### Congestion heat map, run 1

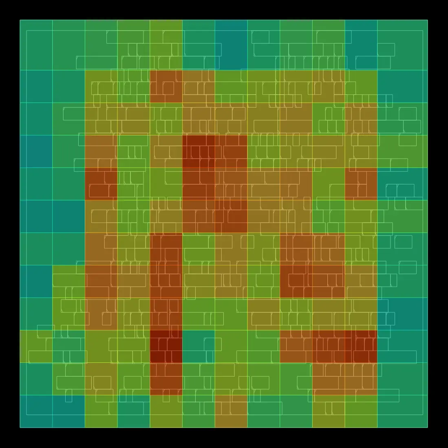
### Sequential cells colored by netlist name, run 1

Scale: 6 px per um. Other sequential cells in the stronger gray, the rest of the logic in the fainter gray.
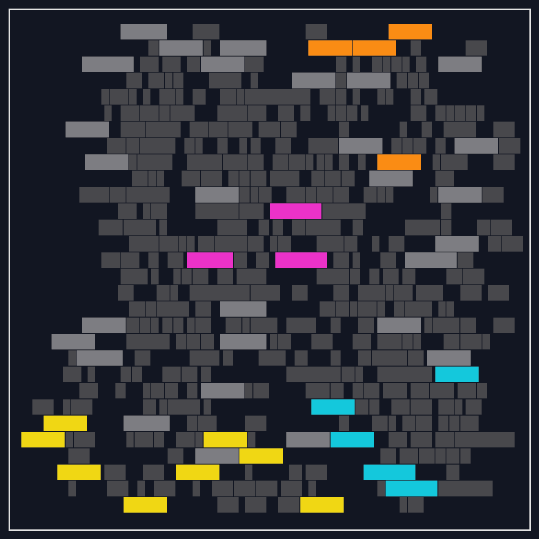
### A small window of the routed layout, run 1

Window x 23 to 63, y 41 to 81 um. Cells in gray, sequential cells in the stronger gray; small squares are vias.
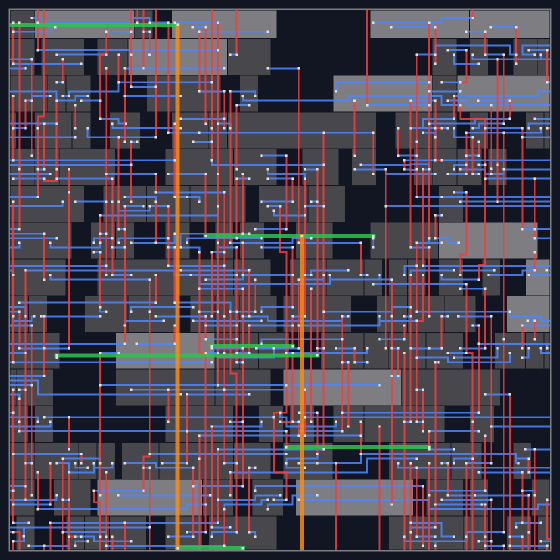
### Gate-type map, run 1

Scale: 6 px per um.
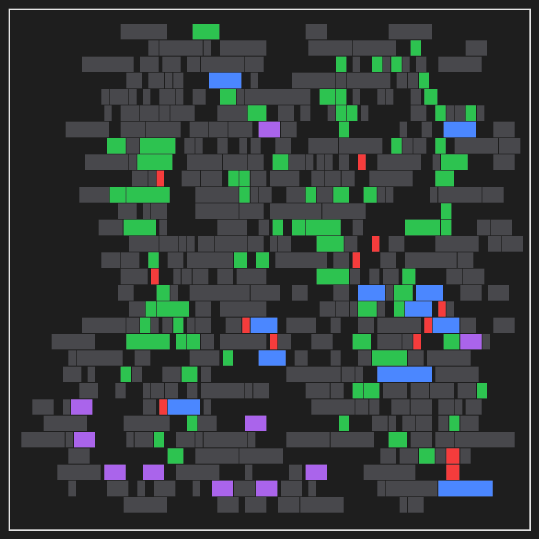
--- config.mk ---
export PLATFORM = sky130hd
export DESIGN_NAME = medac_sync_tuner
export DESIGN_NICKNAME = d
export VERILOG_FILES = /design/src/rtl/medac_sync_tuner.sv
export SDC_FILE = /design/constraint.sdc
export NUM_CORES = 1
export LEC_CHECK = 0
export ABC_AREA = 0
export CAP_MARGIN = 20
export CORE_UTILIZATION = 38
export CTS_CLUSTER_DIAMETER = 60
export CTS_CLUSTER_SIZE = 8
export DETAILED_ROUTE_END_ITERATION = 12
export PLACE_DENSITY_LB_ADDON = 0.12
export SETUP_SLACK_MARGIN = 0.4
export SLEW_MARGIN = 0
export SYNTH_ARGS = -nofsm -noshare
export SYNTH_HDL_FRONTEND = slang
export SYNTH_SLANG_ARGS = --single-unit
--- constraint.sdc ---
create_clock -name i_clk -period 2.1 [get_ports i_clk]
set_input_delay 0.21 -clock i_clk [delete_from_list [all_inputs] [get_ports i_clk]]
set_output_delay 0.21 -clock i_clk [all_outputs]
set_load 0.01 [all_outputs]
--- src/rtl/medac_sync_tuner.sv ---
// medac_sync_tuner: closed-loop sync_sel/win_sel controller for one MEDAC
// synchronizer direction; calibrates win_sel by sweep, adapts sync_sel.
//
// Ports:
//   i_clk        destination-domain clock
//   i_rst        synchronous reset, active-high
//   i_en         adaptive monitoring enable (level)
//   i_cal_start  one-cycle pulse, starts the win_sel calibration sweep
//   i_error_in   error pulse from meta_detector_bits (registered once here)
//   o_sync_sel   synchronizer depth select
//   o_win_sel    shadow-clock delay select
//   o_err_cnt    error count of the last completed window
//   o_cal_busy   calibration sweep in progress
//   o_cal_done   one-cycle pulse when the calibration result is applied
//   o_alarm      sticky: noisy at max depth, or no usable win_sel found
module medac_sync_tuner #(
    parameter int WINDOW        = 256,
    parameter int CNT_W         = 8,
    parameter int ERR_THR       = 2,
    parameter int QUIET_WINDOWS = 16,
    parameter int SETTLE_CYC    = 8,
    parameter int SYNC_INIT     = 1,
    parameter int SYNC_MIN      = 1,
    parameter int WIN_INIT      = 8
) (
    input  logic             i_clk,
    input  logic             i_rst,
    input  logic             i_en,
    input  logic             i_cal_start,
    input  logic             i_error_in,
    output logic [2:0]       o_sync_sel,
    output logic [3:0]       o_win_sel,
    output logic [CNT_W-1:0] o_err_cnt,
    output logic             o_cal_busy,
    output logic             o_cal_done,
    output logic             o_alarm
);

    localparam int TMR_MAX = (WINDOW > SETTLE_CYC) ? WINDOW : SETTLE_CYC;
    localparam int TMR_W   = (TMR_MAX > 2) ? $clog2(TMR_MAX) : 1;
    localparam int Q_W     = $clog2(QUIET_WINDOWS + 1);

    localparam logic [TMR_W-1:0] WIN_LAST = TMR_W'(WINDOW - 1);
    localparam logic [TMR_W-1:0] SET_LAST = TMR_W'(SETTLE_CYC - 1);
    localparam logic [CNT_W-1:0] THR      = CNT_W'(ERR_THR);
    localparam logic [Q_W-1:0]   Q_LIM    = Q_W'(QUIET_WINDOWS);
    localparam logic [2:0]       S_MIN    = 3'(SYNC_MIN);
    localparam logic [2:0]       S_INIT   = 3'(SYNC_INIT);
    localparam logic [3:0]       W_INIT   = 4'(WIN_INIT);

    localparam logic [2:0] S_IDLE       = 3'd0;
    localparam logic [2:0] S_SETTLE     = 3'd1;
    localparam logic [2:0] S_MONITOR    = 3'd2;
    localparam logic [2:0] S_EVAL       = 3'd3;
    localparam logic [2:0] S_CAL_SETTLE = 3'd4;
    localparam logic [2:0] S_CAL_OBS    = 3'd5;
    localparam logic [2:0] S_CAL_EVAL   = 3'd6;

    logic [2:0]       r_state;
    logic [TMR_W-1:0] r_tmr;
    logic [CNT_W-1:0] r_cnt;
    logic [Q_W-1:0]   r_quiet;
    logic [3:0]       r_best;
    logic             r_found;
    logic             r_err_q;
    logic [2:0]       r_sync_sel;
    logic [3:0]       r_win_sel;
    logic [CNT_W-1:0] r_err_cnt;
    logic             r_cal_busy;
    logic             r_cal_done;
    logic             r_alarm;

    logic [CNT_W-1:0] w_cnt_inc;
    logic [Q_W-1:0]   w_quiet_inc;
    logic             w_noisy;
    logic             w_mon;
    logic             w_cal_go;

    // Saturating window count of the registered error.
    assign w_cnt_inc   = (r_err_q && (r_cnt != {CNT_W{1'b1}}))
                         ? r_cnt + CNT_W'(1) : r_cnt;
    assign w_quiet_inc = (r_quiet == Q_LIM) ? r_quiet : r_quiet + Q_W'(1);
    assign w_noisy     = (r_cnt > THR);
    assign w_mon       = (r_state == S_SETTLE) || (r_state == S_MONITOR) ||
                         (r_state == S_EVAL);
    assign w_cal_go    = i_cal_start && !r_cal_busy &&
                         (w_mon || (r_state == S_IDLE));

    always_ff @(posedge i_clk) begin
        if (i_rst) begin
            r_state    <= S_IDLE;
            r_tmr      <= '0;
            r_cnt      <= '0;
            r_quiet    <= '0;
            r_best     <= '0;
            r_found    <= 1'b0;
            r_err_q    <= 1'b0;
            r_sync_sel <= S_INIT;
            r_win_sel  <= W_INIT;
            r_err_cnt  <= '0;
            r_cal_busy <= 1'b0;
            r_cal_done <= 1'b0;
            r_alarm    <= 1'b0;
        end else begin
            r_err_q    <= i_error_in;
            r_cal_done <= 1'b0;
            if (w_cal_go) begin
                // Calibration pre-empts monitoring and starts from win_sel 0.
                r_state    <= S_CAL_SETTLE;
                r_tmr      <= '0;
                r_cnt      <= '0;
                r_best     <= '0;
                r_found    <= 1'b0;
                r_win_sel  <= 4'd0;
                r_cal_busy <= 1'b1;
                r_alarm    <= 1'b0;
            end else if (w_mon && !i_en) begin
                // Partial window is discarded.
                r_state <= S_IDLE;
                r_tmr   <= '0;
                r_cnt   <= '0;
            end else begin
                case (r_state)
                    S_IDLE: begin
                        if (i_en) begin
                            r_state <= S_SETTLE;
                            r_tmr   <= '0;
                        end
                    end
                    S_SETTLE: begin
                        r_cnt <= '0;
                        if (r_tmr == SET_LAST) begin
                            r_state <= S_MONITOR;
                            r_tmr   <= '0;
                        end else begin
                            r_tmr <= r_tmr + TMR_W'(1);
                        end
                    end
                    S_MONITOR: begin
                        r_cnt <= w_cnt_inc;
                        if (r_tmr == WIN_LAST) begin
                            r_state <= S_EVAL;
                            r_tmr   <= '0;
                        end else begin
                            r_tmr <= r_tmr + TMR_W'(1);
                        end
                    end
                    S_EVAL: begin
                        r_err_cnt <= r_cnt;
                        r_cnt     <= '0;
                        r_tmr     <= '0;
                        r_state   <= S_MONITOR;
                        if (w_noisy) begin
                            r_quiet <= '0;
                            if (r_sync_sel != 3'd7) begin
                                r_sync_sel <= r_sync_sel + 3'd1;
                                r_state    <= S_SETTLE;
                            end else begin
                                r_alarm <= 1'b1;
                            end
                        end else if (r_cnt == '0) begin
                            if ((w_quiet_inc == Q_LIM) &&
                                (r_sync_sel > S_MIN)) begin
                                r_sync_sel <= r_sync_sel - 3'd1;
                                r_quiet    <= '0;
                                r_state    <= S_SETTLE;
                            end else begin
                                r_quiet <= w_quiet_inc;
                            end
                        end else begin
                            r_quiet <= '0;
                        end
                    end
                    S_CAL_SETTLE: begin
                        r_cnt <= '0;
                        if (r_tmr == SET_LAST) begin
                            r_state <= S_CAL_OBS;
                            r_tmr   <= '0;
                        end else begin
                            r_tmr <= r_tmr + TMR_W'(1);
                        end
                    end
                    S_CAL_OBS: begin
                        r_cnt <= w_cnt_inc;
                        if (r_tmr == WIN_LAST) begin
                            r_state <= S_CAL_EVAL;
                            r_tmr   <= '0;
                        end else begin
                            r_tmr <= r_tmr + TMR_W'(1);
                        end
                    end
                    S_CAL_EVAL: begin
                        r_err_cnt <= r_cnt;
                        r_cnt     <= '0;
                        r_tmr     <= '0;
                        if (!w_noisy) begin
                            r_best  <= r_win_sel;
                            r_found <= 1'b1;
                        end
                        if (r_win_sel == 4'd15) begin
                            // Sweep ascends, so the last qualifier is the largest.
                            if (!w_noisy) begin
                                r_win_sel <= r_win_sel;
                            end else if (r_found) begin
                                r_win_sel <= r_best;
                            end else begin
                                r_win_sel <= 4'd0;
                                r_alarm   <= 1'b1;
                            end
                            r_cal_done <= 1'b1;
                            r_cal_busy <= 1'b0;
                            r_state    <= i_en ? S_SETTLE : S_IDLE;
                        end else begin
                            r_win_sel <= r_win_sel + 4'd1;
                            r_state   <= S_CAL_SETTLE;
                        end
                    end
                    default: begin
                        r_state <= S_IDLE;
                    end
                endcase
            end
        end
    end

    assign o_sync_sel = r_sync_sel;
    assign o_win_sel  = r_win_sel;
    assign o_err_cnt  = r_err_cnt;
    assign o_cal_busy = r_cal_busy;
    assign o_cal_done = r_cal_done;
    assign o_alarm    = r_alarm;

endmodule

==> deck_impl_summary.md, run 1 <==
Implementation Results

Placed design
  • Post-DP HPWL: 4.71 mm
  • Placer congestion estimate: slightly above 0.8
  • Worst slack at placement: -0.0145 ns
  • Number of I/O port buffers: 22

Setup path
  • Reg-to-reg critical path startpoint: r_quiet[1]
  • Count of buffering cells on the critical path with inverters included: 1
  • Slowest cell delay on critical path: roughly 0.38 ns
  • Nature of the critical path startpoint: register
  • Reg2reg end: o_sync_sel[2]
  • Critical Setup Path Class: reg2reg
  • Kind of capture point of the worst setup path: register
  • Kind of cell adding the most delay to the critical path: AND-OR/OR-AND gates
  • Maximum fanout along the worst path: 6
  • Launch point of the critical path: r_quiet[1]
  • Critical Path AT: roughly 2.2 ns
  • R2r worst-path depth: 7

Yosys
  • Cell types with the largest area share after synthesis: dfxtp_1 (35%), a21oi_1 (5.3%), ha_1 (5.1%), nor2_1 (4.7%), nand2_1 (4.6%)
  • Proportion of register bits with asynchronous set or reset after synthesis: 0
  • Number of enable-type register cells in the synthesized netlist: 0
  • Adder and majority gate portion of the synthesized area: 0.0506
  • Xor and xnor fraction of the mapped netlist area: 0.0451
  • Top_reg_cell synth: dfxtp_1
  • Yosys stat chip area: ~0.0027 mm2
  • Fraction of the mapped netlist area in simple logic gates: 0.286
  • Average instance area after synthesis: roughly 8 um2
  • Synth top area share: 0.354
  • Cells after Synth: about 340
  • Floorplan net count: between 300 and 400
  • Register bit total from synthesis: ~48
  • Post-synthesis cell area: about 0.0027 mm2
  • Compound Share, Synth: 0.192
  • Sequential area share after synthesis: 0.354
  • Largest logic family: simple AND/OR/NAND/NOR gates

Hold path
  • Worst-case hold path end point: r_err_q
  • Origin of the worst min-delay path: i_error_in

GRT
  • Number of antenna violations at the first check in global routing: 0
  • Sum of overflow across all layers after global routing: 0
  • Largest net degree at the start of global routing: 16
  • Via count of the first global-routing pass: around 2.5k

Status
  • Outcome: complete, no violations

Final timing
  • RSZ-0062 raised after global routing: true
  • Worst setup margin: between 0.06 and 0.07 ns
  • Pins over their slew limit: 0
  • Tightest hold margin: approximately 0.46 ns
  • Setup clock skew after layout: around 0.012 ns
  • Final number of hold-violating endpoints: 0
  • Fraction of the cycle the final worst path needs: 0.970
  • Setup-violating endpoint count in the final report: 0
  • Max transition margin: 0.732
  • Transition at the pin with the smallest max-transition slack: between 0.3 and 0.4 ns
  • Highest Clock Rate: about 490 MHz
  • Crit path time final: roughly 2 ns

Power
  • Peak supply drop: between 300 and 400 uV
  • Leak: 1.42 nW
  • Power per Cell Area: roughly 600 mW/mm2

Finish
  • Layout cell share with drive strength beyond 1: 0.288
  • Fill cell instance count of the final layout: between 600 and 700
  • Net count reported at finish: around 420
  • Post-synthesis to final-layout area growth: 41.1%
  • Inserted Diodes: 0

Clocking
  • Root buffer cell: clkbuf_8
  • TritonCTS clock tree: built
  • Clock transition at the registers of the reported paths: 0.09 ns
  • Longest Clk Path Bufs: 2

Route
  • Vias per Instance: about 5.3
  • Remaining number of nets flagged by the antenna check after routing: 0
  • TritonRoute pass-1 iters: 4
  • Total wire length: 7.07 mm
  • WL per Instance: 14.2 um
  • Routed via count: between 2k and 3k

Die
  • Count of boundary I/O pins: 23
  • Floorplan core density: 0.396
  • Number of core rows: 30
  • Floorplan die height: roughly 87 um
  • Core region area: between 0.006 and 0.007 mm2
  • Die Size: around 0.0075 mm2

Run
  • Max-cap check violation count: 0
About 'Congestion heat map':
combined global-route utilization of all metal layers: 0.191
met3 track demand over resource in global routing: 0.0257
met1 GRT Util: 0.268

About 'Sequential cells colored by netlist name':
cyan -> `r_quiet`  # flops 5, where bottom right
magenta -> `r_state`  # flops 3
orange -> `r_best`  # flops 4, where top right
yellow -> `o_err_cnt`  # flops 8
not colored = 28
footprint of the flip-flops and latches: 992 um2
power dissipated in sequential cells: 964 uW
flop share of the area: 0.259
share of the core filled with cells in the final layout: 0.558

About 'A small window of the routed layout':
blue -> M1
red -> M2
green -> M3
orange -> M4
netlist names of flops here include = `r_tmr` (4), `r_state` (3), `r_best` (2)
most frequent = buf_4 (17), nand2_1 (15), a21oi_1 (9)
sequential cells in the window = 12
cells with their middle in the window = 133

About 'Gate-type map':
blue -> fa/ha/maj cells  # cells 11
red -> inv cells  # cells 13
purple -> mux cells  # cells 10
green -> aoi and oai cells  # cells 72
share of the final layout cell area in multi-input gates: 0.499
most numerous logic cell after layout: buf_4
final non-filler cell total: 499

==> run 1: cells in the mapped netlist (6+ instances only) <==
cell type / number
clkbuf_1: 7
o21ai_0: 11
and3_1: 7
xnor2_1: 10
nor2b_1: 6
inv_1: 13
nand2_1: 33
nor2_1: 34
ha_1: 11
nand3_1: 24
nand4_1: 6
nor3_1: 11
a31oi_1: 6
a21oi_1: 29
dfxtp_1: 48
mux2i_1: 10
==> run 1: cell type report <==
cell class              instances  area, um2  area share
multi-input cells             264       1910       0.499
flip-flops and latches         48        992       0.259
repair buffers                 70        627       0.163
well taps                      96        120      0.0313
clock buffers                   7       97.6      0.0254
inverters                      13       53.8      0.0140
clock inverters                 1       30.0     0.00783
==> run 1: cell families (layout without fill, tap and decap cells) <==
group,after synthesis,in the layout
mux,10,10
fa+ha+maj,11,11
xor+xnor,14,14
buf+inv,25,91
flops,48,48
compound gates,80,80
simple gates,149,149
==> run 1: repair_timing <==
action / in CTS / in global routing
gates resized: 33 / 41
pin swaps: 12 / 18
endpoints found under the setup margin: 39 / 31
setup buffers: 18 / 5
hold buffers: 0 / 0
hold endpoints to repair: 0 / 0
gates cloned: 0 / 0
==> run 1: state kept, by name, indices dropped and copies added, names as in the netlist <==
register,flops
o_alarm,1
r_found,1
o_sync_sel,3
r_best,4
r_err_q,1
r_state,3
r_cnt,8
r_quiet,5
o_cal_busy,1
r_tmr,8
o_cal_done,1
o_err_cnt,8
o_win_sel,4
==> run 1: report_power, final <==
part / internal [mW] / switching (mW)
clock network: 0.428 / 0.320
registers: 0.931 / 0.0331
logic: 0.273 / 0.268
==> run 1: placed cells by master (no fill, tap or decap), types with 4 or more instances in the layout <==
cell type,netlist,layout
o21ai_0,11,5
buf_4,0,41
ha_1,11,6
nor2_1,34,33
and3_1,7,5
nand3_1,24,23
mux2i_1,10,10
o21ai_4,0,4
nand4_1,6,6
nor2b_1,6,4
nor3_1,11,10
dfxtp_1,48,35
a21oi_1,29,26
buf_6,0,4
clkdlybuf4s50_1,0,21
or3_1,4,4
nand2_1,33,32
xnor2_1,10,10
dfxtp_2,0,7
inv_1,13,10
dfxtp_4,0,6
a31oi_1,6,6
clkbuf_8,0,5
==> run 1: routing by layer <==
metal | vias up | wire (um) | share of wire | global-route usage
met5 | - | 0 | 0 | 0
met4 | 0 | 63 | 0.0089 | 0.0515
met3 | 4 | 154 | 0.022 | 0.0257
met2 | 33 | 3380 | 0.48 | 0.309
met1 | 1258 | 3470 | 0.49 | 0.268
li1 | 1358 | - | - | -
==> run 1: through the flow <==
| stage | power (mW) | cell area [um2] | std cells | TNS (ns) |
|---|---|---|---|---|
| final | 2.25 | 3830 | 499 | 0 |
| after global routing | 2.35 | 3830 | 499 | -0.00374 |
| after CTS | 2.18 | 3610 | 494 | 0 |
| after detailed placement | 1.34 | 3240 | 468 | -0.0145 |
| after global placement | 1.33 | 3240 | 468 | 0 |
| after floorplan | 1.21 | 2760 | 337 | 0 |
==> run 1: worst max path at each step <==
stage,endpoint,depth (start not counted)
floorplan,o_sync_sel[2],7
global placement,o_sync_sel[2],7
detailed placement,o_sync_sel[2],7
CTS,o_sync_sel[2],7
global route,o_sync_sel[2],7
finish,o_sync_sel[2],7
### Metal 2, run 1

Scale: 3 px per um.
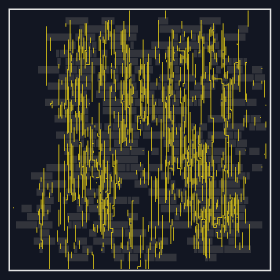

==> inputs of run 2 (changes only) <==
==> constraint.sdc (replaced) <==
create_clock -name i_clk -period 2.1 [get_ports i_clk]
set_input_delay 0.21 -clock i_clk [delete_from_list [all_inputs] [get_ports i_clk]]
set_output_delay 0.21 -clock i_clk [all_outputs]
set_load 0.005 [all_outputs]
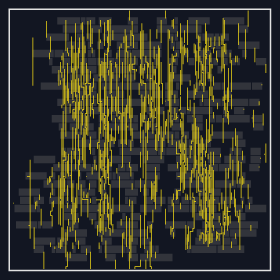
*Metal 2, run 2*
Scale: 3 px per um.
longest straight run = 35.0 um
nets with wire on the layer = 350
total wire length: 7.41 mm
met2 track utilization from global routing: 0.324
routed via count: 2692

==> run 2 against run 1 <==
  * Setup slack better by 0.036 ns
  * Clock power is 21% lower
  * Routed wire length is 4.8% higher
  * Fmax is 1.8% higher
  * Clock skew is 0.0077 ns lower
  * Flip-flop count stayed put
  * Global-route usage is 0.83 points higher
==> deck_impl_summary.md, run 2 <==
Implementation Results

Setup path
  • Worst setup path end: o_sync_sel[2]
  • R2r worst-path depth: 6
  • Reg2reg end: o_sync_sel[2]
  • Critical Setup Path Class: reg2reg
  • Reg-to-reg critical path startpoint: r_quiet[1]
  • Nature of the critical path startpoint: register
  • Critical Path AT: roughly 2.2 ns
  • Kind of capture point of the worst setup path: register
  • Levels on crit path: 6
  • Maximum fanout along the worst path: 6
  • Launch point of the critical path: r_quiet[1]
  • Kind of cell adding the most delay to the critical path: AND-OR/OR-AND gates

Yosys
  • Commonest cells in the netlist: dfxtp_1 (48), nor2_1 (34), nand2_1 (33), a21oi_1 (29), nand3_1 (24)
  • Floorplan net count: roughly 350
  • Number of unique standard cell types used by synthesis: about 56
  • Post-synthesis cell area: between 0.002 and 0.003 mm2
  • Number of enable-type register cells in the synthesized netlist: 0
  • Proportion of register bits with asynchronous set or reset after synthesis: 0
  • Sequential area share after synthesis: 0.354
  • Cells after Synth: between 300 and 400
  • Average instance area after synthesis: 8.06 um2
  • Yosys stat chip area: approximately 0.0027 mm2
  • Cell types with the largest area share after synthesis: dfxtp_1 (35%), a21oi_1 (5.3%), ha_1 (5.1%), nor2_1 (4.7%), nand2_1 (4.6%)
  • Top_reg_cell synth: dfxtp_1
  • Most common cell in the synthesized netlist: dfxtp_1
  • Synth top area share: 0.354

Final timing
  • Pins over their slew limit: 0
  • Crit path time final: 2.00 ns
  • Highest Clock Rate: 500 MHz
  • Max transition margin: 0.742
  • Transition at the pin with the smallest max-transition slack: ~0.39 ns
  • Final number of hold-violating endpoints: 0
  • RSZ-0062 raised after global routing: true
  • Worst setup margin: 0.0981 ns

Die
  • Count of boundary I/O pins: 23
  • Die Size: between 0.007 and 0.008 mm2
  • Floorplan core density: 0.396
  • Floorplan die height: between 80 and 90 um
  • Core region area: approximately 0.007 mm2

Clocking
  • CTS hold repair buffers: 0
  • TritonCTS clock tree: built
  • Clock transition at the registers of the reported paths: approximately 0.090 ns
  • Root buffer cell: clkbuf_8
  • Longest Clk Path Bufs: 2

GRT
  • Via count of the first global-routing pass: 2477
  • Sum of overflow across all layers after global routing: 0
  • Number of antenna violations at the first check in global routing: 0
  • Combined global-route utilization of all metal layers: 0.200

Power
  • Peak supply drop: between 200 and 300 uV
  • Leak: between 1 and 1.5 nW
  • Power per Cell Area: about 560 mW/mm2

Status
  • Outcome: complete, no violations

Route
  • Vias per Instance: around 5.3
  • WL per Instance: 14.6 um
  • Remaining number of nets flagged by the antenna check after routing: 0
  • TritonRoute pass-1 iters: 4

Placed design
  • Post-DP HPWL: ~4.7 mm
  • Worst slack at placement: 0.00880 ns
  • Number of I/O port buffers: 22

Finish
  • Highest-count cells in the layout ignoring fill and taps: buf_4 (45), dfxtp_1 (36), nor2_1 (31)
  • Comb. cell area: slightly below 0.002 mm2
  • Most numerous logic cell after layout: buf_4
  • Footprint of the flip-flops and latches: slightly below 0.001 mm2
  • Fill cell instance count of the final layout: just over 600
  • Net count reported at finish: about 430

Run
  • Max-cap check violation count: 0
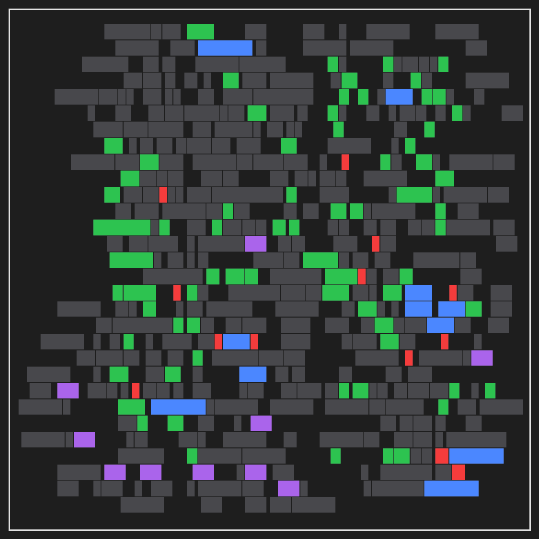
*Gate-type map, run 2*
Scale: 6 px per um.
red -> inv cells  # cells 13
green -> aoi and oai cells  # cells 72
blue -> fa/ha/maj cells  # cells 11
purple -> mux cells  # cells 10
final non-filler cell total: 509
share of the final layout cell area in multi-input gates: 0.495

[run 2: cell types whose count changed in the layout (fill, tap and decap cells not counted), sizes merged]
| cell | previous run | this run |
|---|---|---|
| buf | 48 | 57 |
| bufinv | 1 | 0 |
| clkdlybuf4s50 | 21 | 22 |
| dlygate4sd2 | 1 | 0 |
| clkinvlp | 0 | 1 |
| bufbuf | 0 | 1 |
[run 2: final cells by class]
class | instances | share of cell area
inverters | 13 | 0.0135
flip-flops and latches | 48 | 0.247
clock inverters | 1 | 0.00188
clock buffers | 7 | 0.0217
repair buffers | 80 | 0.191
well taps | 96 | 0.0301
multi-input cells | 264 | 0.495
[run 2: report_power, final]
| part | switching (mW) | internal, mW | total (mW) |
|---|---|---|---|
| logic | 0.312 | 0.366 | 0.678 |
| registers | 0.0330 | 0.933 | 0.966 |
| clock network | 0.325 | 0.268 | 0.594 |
[run 2: per-stage QoR]
step / total power [mW] / instances / instance area (um2)
finish: 2.24 / 509 / 3990
detailed placement: 1.34 / 470 / 3260
global placement: 1.33 / 470 / 3260
global route: 2.33 / 509 / 3990
floorplan: 1.21 / 337 / 2760
CTS: 2.14 / 498 / 3680
[run 2: how the worst min path moves through the flow]
stage               startpoint   endpoint  slack [ns]  cells after the start
floorplan           i_error_in    r_err_q        0.34                      1
global placement     r_best[1]  r_best[1]        0.44                      2
detailed placement   r_best[0]  r_best[0]        0.45                      2
CTS                 i_error_in    r_err_q        0.45                      2
global route        i_error_in    r_err_q        0.46                      2
finish              i_error_in    r_err_q        0.46                      2
[run 2: repair_timing]
action                                 4_1_cts  5_1_grt
resized                                     32       55
pin swaps                                   19       17
endpoints found under the hold margin        0        0
setup buffers                               18       11
setup endpoints to repair                   26       41
gates cloned                                 2        0
[run 2: cells by family (layout without fill, tap and decap cells)]
group	count (synthesis)	after routing	share of synthesized area
and+or+nand+nor	149	149	0.286
AOI/OAI and AO/OA	80	80	0.192
DFF	48	48	0.354
buffers and inverters	25	101	0.0359
xor gates and xnor gates	14	14	0.0451
adders and majority gates	11	11	0.0506
muxes	10	10	0.0368
[run 2: routing by layer]
layer / vias to the layer above / part of all wire / track usage
li1: 1373 / - / -
met3: 7 / 0.021 / 0.0286
met4: 0 / 0.0094 / 0.0530
met2: 34 / 0.47 / 0.324
met5: - / 0 / 0
met1: 1278 / 0.49 / 0.278
### Congestion heat map, run 2

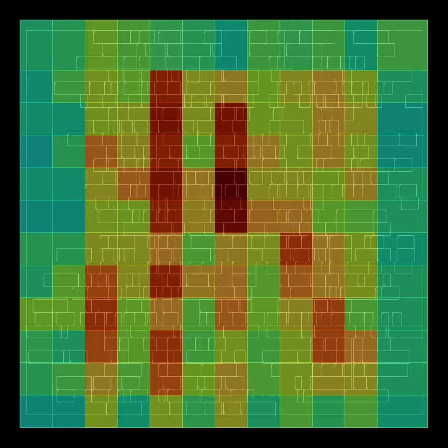

==> inputs of run 3 (changes only) <==
--- a/config.mk
+++ b/config.mk
@@ -6,13 +6,12 @@
 export NUM_CORES = 1
 export LEC_CHECK = 0
 export ABC_AREA = 0
-export CAP_MARGIN = 20
-export CORE_UTILIZATION = 38
+export CORE_UTILIZATION = 52
 export CTS_CLUSTER_DIAMETER = 60
 export CTS_CLUSTER_SIZE = 8
 export DETAILED_ROUTE_END_ITERATION = 12
 export PLACE_DENSITY_LB_ADDON = 0.12
-export SETUP_SLACK_MARGIN = 0.4
+export SETUP_SLACK_MARGIN = 0.5
 export SLEW_MARGIN = 0
 export SYNTH_ARGS = -nofsm -noshare
 export SYNTH_HDL_FRONTEND = slang
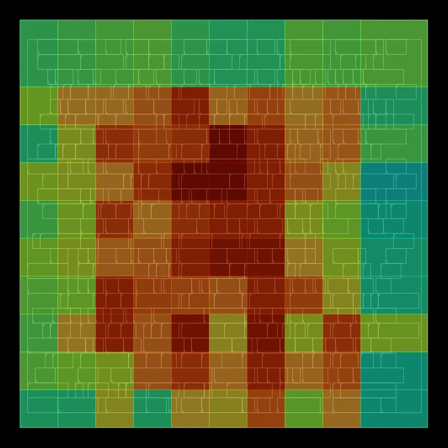
*Congestion heat map, run 3*
busiest layer in global routing: met2
met3 track demand over resource in global routing: 0.0488
met1 GRT Util: 0.357

==> run 3 against run 2 <==
  * Utilization rose by 25 points
  * Die size is 26% lower
  * Flip-flop count unchanged
  * Global-route usage is 7.4 points higher
  * Critical endpoint unchanged
  * Fmax rose by 0.76%
  * Cell area rose by 1.6%
  * Critical path depth stayed put
  * Synthesized cell count stayed put
  * Synthesized area stayed put
  * Via count grew 11%
  * Sequential share of layout area decreased by 0.27 points
==> deck_impl_summary.md, run 3 <==
Implementation Results

Power
  • Peak supply drop: between 400 and 500 uV
  • Seq pwr share: 0.413
  • Power per Cell Area: ~580 mW/mm2
  • Proportion of power drawn by combinational gates: 0.336
  • Cell-internal power: approximately 1.6 mW
  • Leak: around 1.5 nW
  • Total power consumption of the routed design: ~2.3 mW
  • Sw Pwr: 719 uW
  • Clock Power Share: 0.251

Yosys
  • Most common cell in the synthesized netlist: dfxtp_1
  • Synth top area share: 0.354
  • Sequential area share after synthesis: 0.354
  • Number of enable-type register cells in the synthesized netlist: 0
  • Post-synthesis cell area: about 0.0027 mm2
  • Number of unique standard cell types used by synthesis: 56
  • Top_reg_cell synth: dfxtp_1
  • Cell types with the largest area share after synthesis: dfxtp_1 (35%), a21oi_1 (5.3%), ha_1 (5.1%), nor2_1 (4.7%), nand2_1 (4.6%)
  • Commonest cells in the netlist: dfxtp_1 (48), nor2_1 (34), nand2_1 (33), a21oi_1 (29), nand3_1 (24)
  • Proportion of register bits with asynchronous set or reset after synthesis: 0
  • Yosys stat chip area: 0.00272 mm2
  • Cells after Synth: 337

Final timing
  • RSZ-0062 raised after global routing: true
  • Fraction of the cycle the final worst path needs: 0.946
  • Aggregate negative setup slack: 0 ns
  • Setup-violating endpoint count in the final report: 0
  • Crit path time final: between 1.5 and 2 ns
  • Pins over their slew limit: 0
  • Transition at the pin with the smallest max-transition slack: between 0.3 and 0.4 ns
  • Final number of hold-violating endpoints: 0
  • Setup clock skew after layout: between 0.01 and 0.015 ns
  • Worst setup margin: about 0.11 ns

Placed design
  • Worst slack at placement: -0.0223 ns
  • Cell area reported after detailed placement: roughly 0.0032 mm2
  • Number of I/O port buffers: 22
  • Post-DP HPWL: 4.42 mm

Finish
  • Final std cell area, no fill: 0.00405 mm2
  • Share of the core filled with cells in the final layout: 0.830
  • Fill cell instance count of the final layout: 270
  • Post-synthesis to final-layout area growth: 49.0%
  • Comb. cell area: a little over 0.002 mm2
  • Inserted Diodes: 0
  • Layout cell share with drive strength beyond 1: 0.356
  • Footprint of the flip-flops and latches: slightly below 0.001 mm2
  • Highest-count cells in the layout ignoring fill and taps: buf_4 (45), dfxtp_1 (36), nor2_1 (30)

Setup path
  • Count of buffering cells on the critical path with inverters included: 0
  • Maximum fanout along the worst path: 7
  • Critical Setup Path Class: reg2reg
  • Nature of the critical path startpoint: register
  • Slowest cell delay on critical path: ~0.38 ns
  • Kind of cell adding the most delay to the critical path: AND-OR/OR-AND gates
  • Critical Path AT: about 2.2 ns
  • Kind of capture point of the worst setup path: register

Run
  • Max-cap check violation count: 0

Route
  • TritonRoute pass-1 iters: 5
  • Routed via count: about 3.0k
  • Vias per Instance: between 6 and 7
  • Remaining number of nets flagged by the antenna check after routing: 0

Clocking
  • CTS hold repair buffers: 0
  • Root buffer cell: clkbuf_8
  • TritonCTS clock tree: built

Die
  • Count of boundary I/O pins: 23
  • Floorplan core density: 0.557
  • Floorplan die height: 74.3 um
  • Die Size: between 0.005 and 0.006 mm2
  • Core region area: between 0.004 and 0.005 mm2

Status
  • Outcome: complete, no violations

GRT
  • Number of antenna violations at the first check in global routing: 0
  • Met2 track utilization from global routing: 0.454
  • Combined global-route utilization of all metal layers: 0.273
  • Largest net degree at the start of global routing: 20
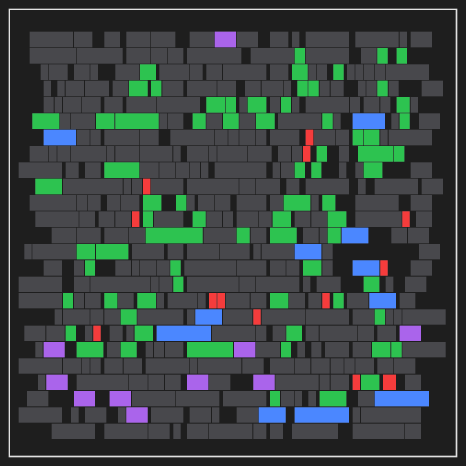
*Gate-type map, run 3*
Scale: 6 px per um.
green -> aoi and oai cells  # cells 72
red -> inv cells  # cells 13
blue -> fa/ha/maj cells  # cells 11
purple -> mux cells  # cells 10
share of the final layout cell area in multi-input gates: 0.502
final non-filler cell total: 485

## run 3: cell counts after synthesis
Identical to the previous run, type by type.
## run 3: cell type report
class	instances	area share
Timing Repair Buffer	84	0.197
Clock buffer	7	0.0213
Inverter	13	0.0127
Multi-Input combinational cell	265	0.502
Clock inverter	1	0.00185
Tap cell	67	0.0207
Sequential cell	48	0.245
## run 3: path summary, 6_finish.rpt
| check | start | cells after the start | to | slack, ns |
|---|---|---|---|---|
| hold / removal | i_error_in | 2 | r_err_q | 0.46 |
| setup reg to reg | r_quiet[0] | 6 | o_sync_sel[2] | 0.11 |
| hold reg to reg | r_best[1] | 2 | r_best[1] | 0.46 |
| setup / recovery | r_quiet[0] | 6 | o_sync_sel[2] | 0.11 |
## run 3: routing by layer
layer,vias to the layer above,wire length (um),part of all wire
li1,1386,-,-
met1,1437,3540,0.41
met2,146,4230,0.49
met3,31,494,0.058
met4,0,294,0.034
met5,-,0,0
## run 3: timing repair
item / 4_1_cts / 5_1_grt
resized: 54 / 52
setup endpoints to repair: 43 / 39
pin swaps: 21 / 24
gates cloned: 0 / 2
buffers inserted: 23 / 18
## run 3: cell families (layout without fill, tap and decap cells)
family          after synthesis  count (layout)  synth area share
buf+inv                      25             105            0.0359
compound gates               80              80             0.192
simple gates                149             150             0.286
fa+ha+maj                    11              11            0.0506
mux                          10              10            0.0368
flops                        48              48             0.354
xor+xnor                     14              14            0.0451
## run 3: per-stage QoR
stage	hold slack, ns	cells
final	0.456	485
after global routing	0.464	485
after CTS	0.454	465
after global placement	0.438	434
after detailed placement	0.445	434
after floorplan	0.338	337
## run 3: power by group through the flow
stage               clock, mW  sequential (mW)  combinational (mW)
floorplan                   0            0.973               0.255
global placement            0            0.987               0.333
detailed placement          0            0.987               0.337
CTS                     0.591            0.963               0.493
global route            0.631            0.967               0.822
finish                  0.587            0.964               0.785
No activity file was given, so power comes from the tool's default toggle rates.
